<file path="config.mk">
export PLATFORM = sky130hd
export DESIGN_NAME = display_7seg_scan
export DESIGN_NICKNAME = d
export VERILOG_FILES = /design/src/rtl/display_7seg_scan.sv
export SDC_FILE = /design/constraint.sdc
export NUM_CORES = 1
export LEC_CHECK = 0
export CAP_MARGIN = 10
export CORE_AREA = 5 5 66 92
export DETAILED_ROUTE_END_ITERATION = 7
export DIE_AREA = 0 0 71 97
export GPL_TIMING_DRIVEN = 0
export PLACE_DENSITY = 0.81
export SYNTH_ARGS = -nofsm -noshare
export SYNTH_HDL_FRONTEND = slang
export SYNTH_SLANG_ARGS = --single-unit
</file>
<file path="constraint.sdc">
create_clock -name clk -period 2.92 [get_ports clk]
set_clock_uncertainty 0.1 [all_clocks]
set_input_delay 0.438 -clock clk [delete_from_list [all_inputs] [get_ports clk]]
set_output_delay 0.438 -clock clk [all_outputs]
set_load 0.03 [all_outputs]
</file>
<file path="src/rtl/display_7seg_scan.sv">
// Four-digit common-anode 7-segment scanner with a timed mode-word overlay.
// Outputs are registered from the current scan index and overlay state.
module display_7seg_scan #(
  parameter int unsigned REFRESH_DIV = 100000,
  parameter int unsigned WORD_HOLD   = 500
) (
  input  logic       clk,
  input  logic       reset,
  input  logic [1:0] mode,
  input  logic [6:0] words_3,
  input  logic [6:0] words_2,
  input  logic [6:0] words_1,
  input  logic [6:0] words_0,
  input  logic [6:0] time_3,
  input  logic [6:0] time_2,
  input  logic [6:0] time_1,
  input  logic [6:0] time_0,
  input  logic       blank,
  output logic [6:0] seg,
  output logic [3:0] an,
  output logic       dp,
  output logic       showing_words
);

  localparam int unsigned PW = (REFRESH_DIV > 1) ? $clog2(REFRESH_DIV) : 1;
  localparam int unsigned HW = (WORD_HOLD > 0) ? $clog2(WORD_HOLD + 1) : 1;

  typedef enum logic {
    SHOW_TIME  = 1'b0,
    SHOW_WORDS = 1'b1
  } state_t;

  state_t         state, state_nx;
  logic [HW-1:0]  hold_cnt, hold_nx;
  logic [PW-1:0]  presc;
  logic [1:0]     idx;
  logic [1:0]     mode_prev;
  logic           tick_c;
  logic           frame_end_c;
  logic [6:0]     pattern_c;

  assign tick_c      = (presc == PW'(REFRESH_DIV - 1));
  assign frame_end_c = tick_c && (idx == 2'd3);

  // Scan timebase; keeps running through blanking
  always_ff @(posedge clk) begin
    if (reset) begin
      presc     <= '0;
      idx       <= '0;
      mode_prev <= mode;
    end else begin
      presc     <= tick_c ? '0 : presc + PW'(1);
      idx       <= idx + 2'(tick_c);
      mode_prev <= mode;
    end
  end

  always_ff @(posedge clk) begin
    if (reset) begin
      state    <= SHOW_TIME;
      hold_cnt <= '0;
    end else begin
      state    <= state_nx;
      hold_cnt <= hold_nx;
    end
  end

  // A mode change takes priority over a coincident frame_end
  always_comb begin
    state_nx = state;
    hold_nx  = hold_cnt;
    if (mode != mode_prev) begin
      if (mode != 2'b00) begin
        state_nx = SHOW_WORDS;
        hold_nx  = HW'(WORD_HOLD);
      end else begin
        state_nx = SHOW_TIME;
        hold_nx  = '0;
      end
    end else if ((state == SHOW_WORDS) && frame_end_c) begin
      if (hold_cnt == HW'(1)) begin
        state_nx = SHOW_TIME;
        hold_nx  = '0;
      end else begin
        hold_nx  = hold_cnt - HW'(1);
      end
    end
  end

  always_comb begin
    pattern_c = time_0;
    case (idx)
      2'd0: pattern_c = (state == SHOW_WORDS) ? words_0 : time_0;
      2'd1: pattern_c = (state == SHOW_WORDS) ? words_1 : time_1;
      2'd2: pattern_c = (state == SHOW_WORDS) ? words_2 : time_2;
      2'd3: pattern_c = (state == SHOW_WORDS) ? words_3 : time_3;
      default: pattern_c = time_0;
    endcase
  end

  // seg and an are loaded together so digits never ghost
  always_ff @(posedge clk) begin
    if (reset) begin
      seg           <= '1;
      an            <= '1;
      dp            <= 1'b1;
      showing_words <= 1'b0;
    end else begin
      showing_words <= (state == SHOW_WORDS);
      if (blank) begin
        seg <= '1;
        an  <= '1;
        dp  <= 1'b1;
      end else begin
        seg <= pattern_c;
        an  <= ~(4'b0001 << idx);
        dp  <= ~((idx == 2'd2) && (state == SHOW_TIME));
      end
    end
  end

endmodule

</file>
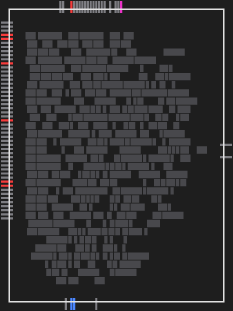
**Above:** ports around the boundary.
Drawn at 3 px/um. Pins as bars across the die edge, other pins in grey.
Key: blue = `mode` [pins 2, direction input, edge bottom]; magenta = `dp` [pins 1, direction output, edge top]; red = `time_1` [pins 7, direction input, edge 6 left, 1 top]
die height: 97 um
Die X: 71 um
IO buf count: 73

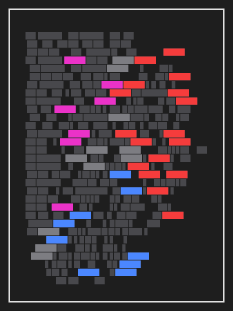
**Above:** sequential cells coloured by netlist name.
Drawn at 3 px/um. Other sequential cells in the stronger grey, the rest of the logic in the fainter grey.
Key: blue = `hold_cnt` [flops 9, where bottom middle]; red = `presc` [flops 17]; magenta = `seg` [flops 7]
Another 11 sequential cells are not coloured.

==> impl_metrics.ini <==
; generated from flow reports
[pwr]
p_sw_frac = 0.237
combPwrFrac = 0.169
ir_drop_v = 0.000246
p_clk_frac = 0.349
powerClk_mw = 0.464
leakagePower_nw = 1.16
pg_comb_mw = 0.224
power_frac_seq = 0.482
switching_power_mw = 0.315
power_mw = 1.33
p_seq_mw = 0.640
power_density_nw_per_um2 = 415
power-top-group = registers
p_int_mw = 1.01

[timing]
tns_ns = 0
fin_crit_sh = 0.792
slew_headroom = 0.473
fmaxAchievable_mhz = 432
rsz0062_at_grt = no
max_slew.worst_pin.slew_ns = 0.780
setup-violations-final = 0
holdWs_ns = 0.367
worst_slack_ns = 0.607
period_needed_ns = 2.31
final_hold_viol_count = 0

[worst_setup_path]
rr_startpoint = presc[0]
cp_max_fo = 6
cp-start-kind = flop
startpoint = presc[0]
reg2reg_depth = 7
crit_path_end = hold_cnt[3]
cp.depth = 7
slowest_delay_ns = 0.50
slowest_stage = or4b_1
cp.arrival_ns = 2.44
r2r-end = hold_cnt[3]
cp_data_required_time_ns = 3.04
worst-path-buf-inv = 1
r2r_slack_ns = 0.61
cp_top_family = simple AND/OR/NAND/NOR gates
crit_type = flop to flop
path_cells = ha_1, and4_1, nand4_2, or2_0, clkbuf_2, or4b_1, a21oi_1
crit_path_end_kind = flop

[run_status]
status = completed

[placed_design]
dpl_worst_slack_ns = 0.493
place_area_um2 = 3090
routabilityCongestion = 0.862
dp.cells = 371
hpwl_mm = 4.49

[global_routing]
globalRoute.totalOverflow = 0
grt.busiest_layer = met2
grt_use_met3 = 0.0446
grt_max_degree = 15
grt_util_met2 = 0.296
grt_pass1_vias = 2111
grt_usage = 0.165
gr-usage-met1 = 0.178
antenna_found_initial = 0

[synth]
synth_nets = 297
synthAoiAreaFrac = 0.100
synth-main-ff-cell = dfxtp_1
xor_area_frac = 0.0616
top_cells_by_count = dfxtp_1 (44), nor2_1 (24), nand2_1 (17)
ys_warn_count = 0
top_area_cell = dfxtp_1
synthArstFlopShare = 0
yosysTopAreaCellShare = 0.387
ys_chip_area_um2 = 2280
ys_cells = 232
simple_gate_share = 0.216
yosys-top-cells-area = dfxtp_1 (39%), mux4_2 (14%), nor2_1 (4.0%), xor2_1 (3.8%), mux2i_1 (3.5%)
ys_seq_frac = 0.387
synth_cells = 232
top_cell = dfxtp_1
synthTopLogicFamily = simple AND/OR/NAND/NOR gates
synth-edff-count = 0
syn_area_um2 = 2280
ys_ff = 44
ys_types = 44

[detailed_routing]
wl_met3_um = 452
via_per_inst = 5.46
drc = 0
dr_wl_met2_mm = 2.92
routed.top_layer = met4
wl_per_cell_um = 14.7
wl_mm = 5.56
drtIter0Drc = 88
ant_nets = 0
drt-pass1-iter-count = 5
vias = 2069

[cts]
clock_sinks = 44
clk_latency_ns = 0.29
clk_pin_slew_ns = 0.08
cts_root_buf = clkbuf_8
cts_tree = done
cts-resized-gates = 0
cts_buffer_depth = 2
cts_setup_buffers = 0
hold_buffers = 0

[finish]
inv_count = 10
fin_util = 0.625
top_register = presc
lay_top_count = clkdlybuf4s50_1
regArea_um2 = 881
clock_cell_area_share = 0.0348
area_delta_synth_final_pct = 40.6
clockBufferCount = 5
buffers = 86
largest_class = logic gates
comb_share = 0.408
num-multi-input-gates = 165
stdcell_count = 379
final_area_um2 = 3200
largestRegisters = presc (17), hold_cnt (9), seg (7)
num-nets-final = 377
drive_gt1_frac = 0.102
antenna_cells = 0
seq-cell-share = 0.275
comb_area_um2 = 1310
buffer_area_frac = 0.245
nFillCells = 438
largest_reg_flops = 17
nFlopsAndLatches = 44
lay_top_cells = clkdlybuf4s50_1 (73), dfxtp_1 (44), nor2_1 (24)

[worst_hold_path]
min_from = presc[0]
worst_hold_path.num_cells = 1
min_to = presc[0]
hold_class = flop to flop

[die]
fp_util = 0.445
ios = 74
core_um2 = 5120
fp-row-count = 31
die_area_um2 = 6890

[flow_run]
maxCapViolCount = 0
tool_warnings = 27
Power is estimated from default activity; no workload was simulated.
